**config.mk**
```make
export PLATFORM = sky130hd
export DESIGN_NAME = ahb_s2m_resp_mux
export DESIGN_NICKNAME = d
export VERILOG_FILES = /design/src/rtl/ahb_pkg.sv /design/src/rtl/ahb_default_slave.sv /design/src/rtl/ahb_s2m_resp_mux.sv
export SDC_FILE = /design/constraint.sdc
export NUM_CORES = 1
export LEC_CHECK = 0
export CORE_ASPECT_RATIO = 0.75
export CORE_MARGIN = 5
export CORE_UTILIZATION = 27
export CTS_CLUSTER_DIAMETER = 50
export DETAILED_ROUTE_END_ITERATION = 10
export PLACE_DENSITY = 0.82
export SLEW_MARGIN = 20
export SYNTH_ARGS = -nofsm -noshare
export SYNTH_HDL_FRONTEND = slang
export SYNTH_SLANG_ARGS = --single-unit
export TNS_END_PERCENT = 30
```
**constraint.sdc**
```tcl
create_clock -name hclk -period 3.6 [get_ports hclk]
set_clock_uncertainty 0.1 [all_clocks]
set_input_delay 0.36 -clock hclk [delete_from_list [all_inputs] [get_ports hclk]]
set_output_delay 0.36 -clock hclk [all_outputs]
set_load 0.02 [all_outputs]
```
**src/rtl/ahb_pkg.sv**
```systemverilog
// ---------------------------------------------------------------------------
// ahb_pkg
// Shared AHB-Lite types for the slave-to-master response mux.
//   htrans_t   : AHB transfer type encoding
//   ds_state_t : default-slave response FSM states
//   is_transfer: true for the transfer types that start a data phase
// ---------------------------------------------------------------------------
package ahb_pkg;

  typedef enum logic [1:0] {
    IDLE   = 2'b00,
    BUSY   = 2'b01,
    NONSEQ = 2'b10,
    SEQ    = 2'b11
  } htrans_t;

  typedef enum logic [1:0] {
    DS_IDLE = 2'b00,
    DS_ERR1 = 2'b01,
    DS_ERR2 = 2'b10
  } ds_state_t;

  // BUSY and IDLE carry no data phase; only NONSEQ/SEQ need a response.
  function automatic logic is_transfer(input htrans_t t);
    return (t == NONSEQ) || (t == SEQ);
  endfunction

endpackage

```
**src/rtl/ahb_default_slave.sv**
```systemverilog
// ---------------------------------------------------------------------------
// ahb_default_slave
// Two-cycle AHB ERROR response generator that owns the data phase of any
// transfer whose address decoded to no slave or to several slaves.
// Ports:
//   hclk, hresetn : bus clock, synchronous active-low reset
//   dec_err       : decode error accepted this cycle (already qualified by HREADY)
//   ds_busy       : default slave owns the current data phase
//   ds_hready     : HREADY while ds_busy (low in first ERROR cycle)
//   ds_hresp      : HRESP while ds_busy (always ERROR)
//   err_entry     : pulses on the cycle before a fresh first ERROR cycle
// ---------------------------------------------------------------------------
module ahb_default_slave
  import ahb_pkg::*;
(
  input  logic hclk,
  input  logic hresetn,
  input  logic dec_err,
  output logic ds_busy,
  output logic ds_hready,
  output logic ds_hresp,
  output logic err_entry
);

  ds_state_t state_q, state_d;

  always_comb begin
    // NOTE: every output gets a default before the case so no path leaves a
    // variable unassigned, which would otherwise infer a latch.
    state_d   = state_q;
    ds_busy   = 1'b0;
    ds_hready = 1'b1;
    ds_hresp  = 1'b0;
    unique case (state_q)
      DS_IDLE: begin
        if (dec_err) state_d = DS_ERR1;
      end
      DS_ERR1: begin
        // First ERROR cycle must stall so the master can cancel the next transfer.
        ds_busy   = 1'b1;
        ds_hready = 1'b0;
        ds_hresp  = 1'b1;
        state_d   = DS_ERR2;
      end
      DS_ERR2: begin
        ds_busy   = 1'b1;
        ds_hready = 1'b1;
        ds_hresp  = 1'b1;
        state_d   = dec_err ? DS_ERR1 : DS_IDLE;
      end
      default: state_d = DS_IDLE;
    endcase
  end

  // DS_ERR1 is never re-entered from itself, so this marks each new error exactly once.
  assign err_entry = (state_d == DS_ERR1) && (state_q != DS_ERR1);

  always_ff @(posedge hclk) begin
    // NOTE: state registers use non-blocking assignment so every flop samples
    // pre-edge values regardless of process ordering.
    if (!hresetn) state_q <= DS_IDLE;
    else          state_q <= state_d;
  end

endmodule

```
**src/rtl/ahb_s2m_resp_mux.sv**
```systemverilog
// ---------------------------------------------------------------------------
// ahb_s2m_resp_mux
// Registered-select AHB-Lite slave-to-master response mux. The address-phase
// slave select is latched when HREADY is high and steers the selected slave's
// data-phase response to the master through a one-hot AND-OR mux. Decode
// errors are answered by an integrated default slave. Also keeps a saturating
// decode-error counter and a sticky wait-state timeout flag.
// Ports:
//   hclk, hresetn         : bus clock, synchronous active-low reset
//   hsel[NSLV]            : address-phase one-hot slave select
//   htrans[2]             : address-phase transfer type
//   hready_i/hresp_i/hexokay_i[NSLV], hrdata_i[NSLV][DATA_WIDTH] : slave responses
//   hready_o/hresp_o/hexokay_o/hrdata_o : muxed response to master (and HREADY to slaves)
//   err_clr               : clears dec_err_cnt and timeout_flag
//   dec_err_cnt[ERRCNT_W] : saturating count of default-slave ERROR responses
//   timeout_flag          : sticky, hready_o low for TIMEOUT consecutive cycles
// ---------------------------------------------------------------------------
module ahb_s2m_resp_mux
  import ahb_pkg::*;
#(
  parameter int DATA_WIDTH = 32,
  parameter int NSLV       = 5,
  parameter int ERRCNT_W   = 8,
  parameter int TIMEOUT    = 256
) (
  input  logic                             hclk,
  input  logic                             hresetn,
  input  logic [NSLV-1:0]                  hsel,
  input  logic [1:0]                       htrans,
  input  logic [NSLV-1:0]                  hready_i,
  input  logic [NSLV-1:0]                  hresp_i,
  input  logic [NSLV-1:0]                  hexokay_i,
  input  logic [NSLV-1:0][DATA_WIDTH-1:0]  hrdata_i,
  output logic                             hready_o,
  output logic                             hresp_o,
  output logic                             hexokay_o,
  output logic [DATA_WIDTH-1:0]            hrdata_o,
  input  logic                             err_clr,
  output logic [ERRCNT_W-1:0]              dec_err_cnt,
  output logic                             timeout_flag
);

  // Wait counter only needs to reach TIMEOUT; it saturates there.
  localparam int              TO_W    = (TIMEOUT > 1) ? $clog2(TIMEOUT + 1) : 1;
  localparam logic [TO_W-1:0] TO_MAX  = TO_W'(TIMEOUT);
  localparam logic [TO_W-1:0] TO_LAST = TO_W'((TIMEOUT > 0) ? TIMEOUT - 1 : 0);

  logic [NSLV-1:0]       dsel_q, dsel_d;
  logic                  dact_q, dact_d;
  logic [TO_W-1:0]       wait_cnt_q, wait_cnt_d;
  logic [ERRCNT_W-1:0]   err_cnt_q, err_cnt_d;
  logic                  flag_q, flag_d;

  logic                  addr_xfer;
  logic                  dec_err;
  logic                  mux_active;
  logic                  ds_busy, ds_hready, ds_hresp, err_entry;
  logic                  mux_ready, mux_resp, mux_exokay;
  logic [DATA_WIDTH-1:0] mux_rdata;
  logic                  timeout_set;

  // ---------------- address-phase select register ----------------
  assign addr_xfer = is_transfer(htrans_t'(htrans));
  assign dec_err   = hready_o && addr_xfer && !$onehot(hsel);

  always_comb begin
    dsel_d = dsel_q;
    dact_d = dact_q;
    if (hready_o) begin
      dsel_d = hsel;
      dact_d = addr_xfer;
    end
  end

  // ---------------- default slave ----------------
  ahb_default_slave u_default_slave (
    .hclk      (hclk),
    .hresetn   (hresetn),
    .dec_err   (dec_err),
    .ds_busy   (ds_busy),
    .ds_hready (ds_hready),
    .ds_hresp  (ds_hresp),
    .err_entry (err_entry)
  );

  // ---------------- one-hot AND-OR mux ----------------
  // Non-selected lanes are ANDed with zero, so X on idle slaves never reaches
  // the master; the whole mux is also gated off outside a one-hot data phase.
  assign mux_active = dact_q && $onehot(dsel_q);

  always_comb begin
    mux_rdata  = '0;
    mux_ready  = |(dsel_q & hready_i);
    mux_resp   = |(dsel_q & hresp_i);
    mux_exokay = |(dsel_q & hexokay_i);
    for (int i = 0; i < NSLV; i++) begin
      mux_rdata = mux_rdata | ({DATA_WIDTH{dsel_q[i]}} & hrdata_i[i]);
    end
  end

  always_comb begin
    hready_o  = 1'b1;
    hresp_o   = 1'b0;
    hexokay_o = 1'b0;
    hrdata_o  = '0;
    if (ds_busy) begin
      hready_o = ds_hready;
      hresp_o  = ds_hresp;
    end else if (mux_active) begin
      hready_o  = mux_ready;
      hresp_o   = mux_resp;
      hexokay_o = mux_exokay;
      hrdata_o  = mux_rdata;
    end
  end

  // ---------------- counters ----------------
  assign timeout_set = (TIMEOUT != 0) && !hready_o && (wait_cnt_q == TO_LAST);

  always_comb begin
    wait_cnt_d = wait_cnt_q;
    if (hready_o)                  wait_cnt_d = '0;
    else if (wait_cnt_q != TO_MAX) wait_cnt_d = wait_cnt_q + TO_W'(1);

    // err_clr wins over a same-cycle increment or set.
    err_cnt_d = err_cnt_q;
    flag_d    = flag_q | timeout_set;
    if (err_clr) begin
      err_cnt_d = '0;
      flag_d    = 1'b0;
    end else if (err_entry && (err_cnt_q != '1)) begin
      err_cnt_d = err_cnt_q + ERRCNT_W'(1);
    end
  end

  always_ff @(posedge hclk) begin
    // NOTE: all state here is plain flops (no memory arrays), so every register
    // is reset to bring the outputs to an idle OKAY response.
    if (!hresetn) begin
      dsel_q     <= '0;
      dact_q     <= 1'b0;
      wait_cnt_q <= '0;
      err_cnt_q  <= '0;
      flag_q     <= 1'b0;
    end else begin
      dsel_q     <= dsel_d;
      dact_q     <= dact_d;
      wait_cnt_q <= wait_cnt_d;
      err_cnt_q  <= err_cnt_d;
      flag_q     <= flag_d;
    end
  end

  assign dec_err_cnt  = err_cnt_q;
  assign timeout_flag = flag_q;

endmodule

```
Fig. 1: run 1, signal wires on met3
(2 px per um) Cells faint in the background.
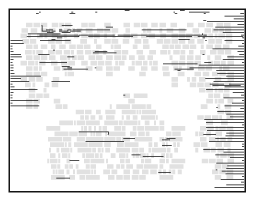
nets with wire on the layer: 135
longest straight run: 42.1 um
DRT Wirelength: 12.3 mm
grt met3 use: 4.49%
Via Count: 3,334

Fig. 2: run 1, routed clock nets over the placement
(3 px per um)
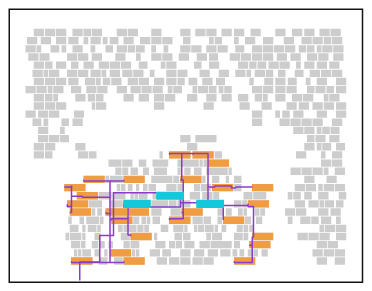
legend:
  purple:
    item: clock wires
    length: 316 um
  cyan:
    item: cells driving clock nets
    count: 3
  orange:
    item: flip-flops
    count: 26
routed clock nets: 4
part of the power in the clock network: 19.3%
worst skew pair latency: 0.25 ns
Clock Power: 238 uW

==> impl_metrics.json, run 1 <==
{
  "vias_per_cell": 5.53,
  "yosysCellCount": 283,
  "top_cell": "a21oi_1",
  "port_buffers": 227,
  "n_fill_cell": 768,
  "synth_nets": 483,
  "end_kind": "primary output",
  "post_drt_wl_per_cell_um": 20.4,
  "syn_to_final_growth_pct": 102,
  "synthArstFlopShare_pct": 0,
  "row_count": 29,
  "ctsHoldBuffers": 0,
  "rsz0062_at_grt": "false",
  "p_int_uw": 810,
  "drv_slew": 0,
  "enable_flop_cells": 0,
  "h-tree-depth": 1,
  "cts_tree": "built",
  "nets": 697,
  "netSwitchingPower_uw": 424,
  "path_cells": "inv_1, fa_1, fa_1, inv_1, ha_1, nor4b_2, nand2b_1, buf_12, a21oi_1, clkdlybuf4s15_1",
  "diodes": 0,
  "clock_sinks": 26,
  "cts_setup_buffers": 0,
  "die_x_um": 117,
  "ys_ff": 26,
  "cp_slowest_stage_delay_ns": 0.49,
  "dp_hpwl_mm": 9.71,
  "arrival_ns": 3.00,
  "root_buffer": "clkbuf_16",
  "place.gp.congestion": 0.867,
  "status": "finished, final reports clean",
  "p_comb_share_pct": 55.2,
  "worstMarginPinSlew_ns": 0.463,
  "peakVddDrop_mv": 0.239,
  "seqPwrFrac_pct": 25.5,
  "yosysTopAreaCell": "dfxtp_1",
  "initCoreUtil_pct": 27.6,
  "core_area_um2": 8450,
  "first_pass_iters": 7
}
Fig. 3: run 1, congestion heat map
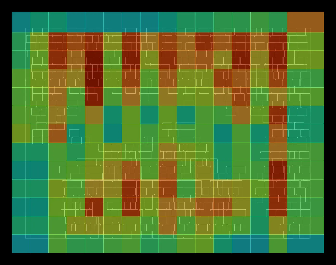
grt met1 use: 25.9%
Util after Layout: 55.6%
GR Layer Usage met2: 37.3%
busiest grt layer: met2
Tot GR Track Use: 21.2%

## run 1: worst paths after layout
kind,from,end,slack [ns],cells after the start
max,dsel_q[0],hrdata_o[13],0.14,10
min,timeout_flag,timeout_flag,0.40,2
min reg2reg,timeout_flag,timeout_flag,0.40,2
max reg2reg,dsel_q[0],dec_err_cnt[6],0.39,12
## run 1: cells in the final DEF (no fill, tap or decap), types with 2 or more instances in the layout
cell type,count
clkbuf_2,7
nor2_1,9
nand2b_1,2
dfxtp_1,26
xor2_1,3
clkbuf_16,3
buf_4,9
clkdlybuf4s50_1,193
ha_1,11
dlygate4sd2_1,20
nor4b_1,2
xnor2_1,3
o21ai_0,6
nand2_1,10
a222oi_1,35
o21ai_1,2
a22oi_1,35
and2_1,3
a21oi_1,42
or3_1,4
nand3_1,7
nor2b_1,7
and3_1,5
fa_1,4
nor3b_1,2
inv_1,13
mux2i_1,6
clkdlybuf4s15_1,7
## run 1: cell families after synthesis
logic type | count (synthesis) | synth area share [%]
flip-flops | 26 | 22.3
AND-OR/OR-AND | 129 | 40.6
XOR/XNOR | 6 | 2.25
multiplexers | 7 | 3.06
buffers and inverters | 41 | 7.94
adder cells (fa/ha/maj) | 15 | 9.34
AND/OR/NAND/NOR | 59 | 14.4
## run 1: worst max-delay path: cells and delay by family (launching register included)
| kind | cells | cell delay (ns) |
|---|---|---|
| AOI/OAI and AO/OA | 1 | 0.17 |
| adders and majority gates | 3 | 1.10 |
| buffers and inverters | 4 | 0.66 |
| DFF | 1 | 0.32 |
| and+or+nand+nor | 2 | 0.48 |
## run 1: metal layers
layer / up-vias / GRT usage (%) / routed length (um)
li1: 1566 / - / -
met1: 1536 / 25.9 / 4700
met5: - / 0 / 0
met2: 200 / 37.3 / 5990
met4: 0 / 5.44 / 336
met3: 32 / 4.49 / 1250
## run 1: state kept, by name, summed over array words and instances, names as in the netlist
register	flops
timeout_flag	1
dact_q	1
dsel_q	5
u_default_slave.state_q	2
wait_cnt_q	9
dec_err_cnt	8
## run 1: per-stage QoR
stage	utilization [%]	cells
floorplan	-	283
global placement	55.5	600
detailed placement	55.5	600
CTS	55.9	603
global route	55.6	603
finish	55.6	603
## run 1: power by group through the flow
stage	combinational, mW	sequential (mW)	clock [mW]
floorplan	0.335	0.318	0
global placement	0.680	0.319	0
detailed placement	0.697	0.320	0
CTS	0.681	0.314	0.244
global route	0.733	0.316	0.259
finish	0.681	0.314	0.238
## run 1: timing repair
| action | CTS | global route |
|---|---|---|
| gates cloned | 0 | 0 |
| setup endpoints to repair | 34 | 14 |
| gates resized | 35 | 21 |
## run 1: area by class of cell
cell class                 instances  area (um^2)  area share (%)
clock buffer                       3         75.1            1.60
inverter                          13         48.8            1.04
multi-input combinational        216         1630            34.5
sequential                        26          520            11.1
tap                              108          135            2.87
timing repair buffer             237         2300            48.9
## Run 2: what changed since run 1
--- a/config.mk
+++ b/config.mk
@@ -11,6 +11,7 @@
 export CTS_CLUSTER_DIAMETER = 50
 export DETAILED_ROUTE_END_ITERATION = 10
 export PLACE_DENSITY = 0.82
+export SETUP_SLACK_MARGIN = 0.3
 export SLEW_MARGIN = 20
 export SYNTH_ARGS = -nofsm -noshare
 export SYNTH_HDL_FRONTEND = slang
Fig. 4: run 2, routed metal, one colour a layer
(2 px per um)
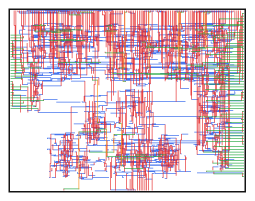
legend:
  green:
    layer: met3
    wire_length: 1,280 um
  red:
    layer: met2
    wire_length: 6,470 um
  orange:
    layer: met4
    wire_length: 307 um
  blue:
    layer: met1
    wire_length: 4,780 um
DRT Wirelength: 12.8 mm
Tot GR Track Use: 21.2%
Via Count: 3,426
drt wl/cell: 21.0 um

==> impl_metrics.json, run 2 <==
{
  "status": "finished, final reports clean",
  "root_buffer": "clkbuf_16",
  "enable_flop_cells": 0,
  "first_pass_iters": 9,
  "initCoreUtil_pct": 27.6,
  "port_buffers": 227,
  "yosysCellCount": 283,
  "p_comb_share_pct": 55.6,
  "cp_slowest_stage_delay_ns": 0.50,
  "rsz0062_at_grt": "true",
  "die_x_um": 117,
  "worstMarginPinSlew_ns": 0.540,
  "vias_per_cell": 5.60,
  "yosysTopAreaCell": "dfxtp_1",
  "cts_tree": "built",
  "end_kind": "primary output",
  "drv_slew": 0,
  "p_int_uw": 945,
  "mostFrequentLayoutCells": "clkdlybuf4s50_1 (192), a22oi_1 (35), a222oi_1 (35)",
  "diodes": 0,
  "netSwitchingPower_uw": 485,
  "h-tree-depth": 1,
  "synthArstFlopShare_pct": 0,
  "clock_sinks": 26,
  "lay_top_count": "clkdlybuf4s50_1",
  "peakVddDrop_mv": 0.199,
  "core_area_um2": 8450,
  "arrival_ns": 2.84
}
Fig. 5: run 2, routed clock nets over the placement
(3 px per um)
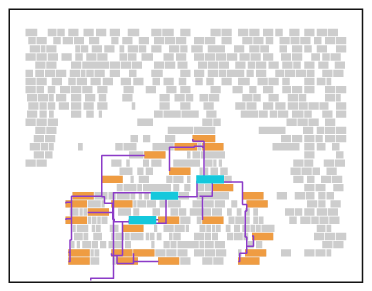
legend:
  cyan:
    item: cells driving clock nets
    count: 3
  orange:
    item: flip-flops
    count: 26
  purple:
    item: clock wires
    length: 332 um
routed clock nets: 4
Clock Power: 320 uW
part of the power in the clock network: 22.4%
worst skew pair latency: 0.26 ns

-- run 2: cell counts after synthesis --
Identical to the previous run, type by type.
-- run 2: power groups by stage --
stage                     combinational, mW  clock [mW]  sequential [mW]
after detailed placement              0.700           0            0.320
after global routing                  0.847       0.348            0.316
after global placement                0.686           0            0.319
after floorplan                       0.346           0            0.318
after CTS                             0.689       0.328            0.314
final                                 0.795       0.320            0.314
-- run 2: layer usage --
metal  GRT usage (%)  up-vias  part of all wire (%)
met2            38.0      182                    50
li1                -     1587                     -
met1            24.9     1627                    37
met3            5.49       30                    10
met4            4.58        0                   2.4
met5               0        -                     0
-- run 2: timing repair --
action | CTS | global route
setup endpoints to repair | 35 | 35
pin swaps | 1 | 4
gates resized | 64 | 139
gates cloned | 0 | 5
setup buffers | 1 | 2
hold buffers | 0 | 0
-- run 2: final cells by class --
class,instances,area (um^2)
Fill cell,756,3430
Multi-Input combinational cell,216,1810
Inverter,13,48.8
Sequential cell,26,523
Clock buffer,3,75.1
Tap cell,108,135
Clock inverter,1,30.0
Timing Repair Buffer,245,2400
-- run 2: worst paths after layout --
check	cells after the start	slack, ns	startpoint	to
worst min-delay path	2	0.37	timeout_flag	timeout_flag
worst min register to register	2	0.37	timeout_flag	timeout_flag
worst max register to register	12	0.38	dsel_q[3]	dec_err_cnt[6]
worst max-delay path	10	0.30	dsel_q[3]	hrdata_o[0]
-- run 2: logic make-up after synthesis --
kind of cell	Yosys count	share of synthesized area [%]
buffers and inverters	41	7.94
flip-flops	26	22.3
XOR/XNOR	6	2.25
multiplexers	7	3.06
AND/OR/NAND/NOR	59	14.4
AND-OR/OR-AND	129	40.6
adder cells (fa/ha/maj)	15	9.34
-- run 2: critical path: cells and delay by family (launching register included) --
kind / cells / cell delay, ns
buffers and inverters: 4 / 0.48
flip-flops: 1 / 0.33
AND/OR/NAND/NOR: 2 / 0.55
AND-OR/OR-AND: 1 / 0.14
adder cells (fa/ha/maj): 3 / 1.06
-- run 2: metrics by stage --
stage	instance area (um^2)	setup slack, ns	std cells	total power [mW]	util, %
detailed placement	4730	0.0483	600	1.02	55.9
CTS	4780	0.204	605	1.33	56.5
global route	5020	0.185	612	1.51	59.4
global placement	4730	0.0765	600	1.00	55.9
floorplan	2370	0.244	283	0.665	-
finish	5020	0.299	612	1.43	59.4
Power figures rest on the tool's default switching activity, not on a simulated workload.
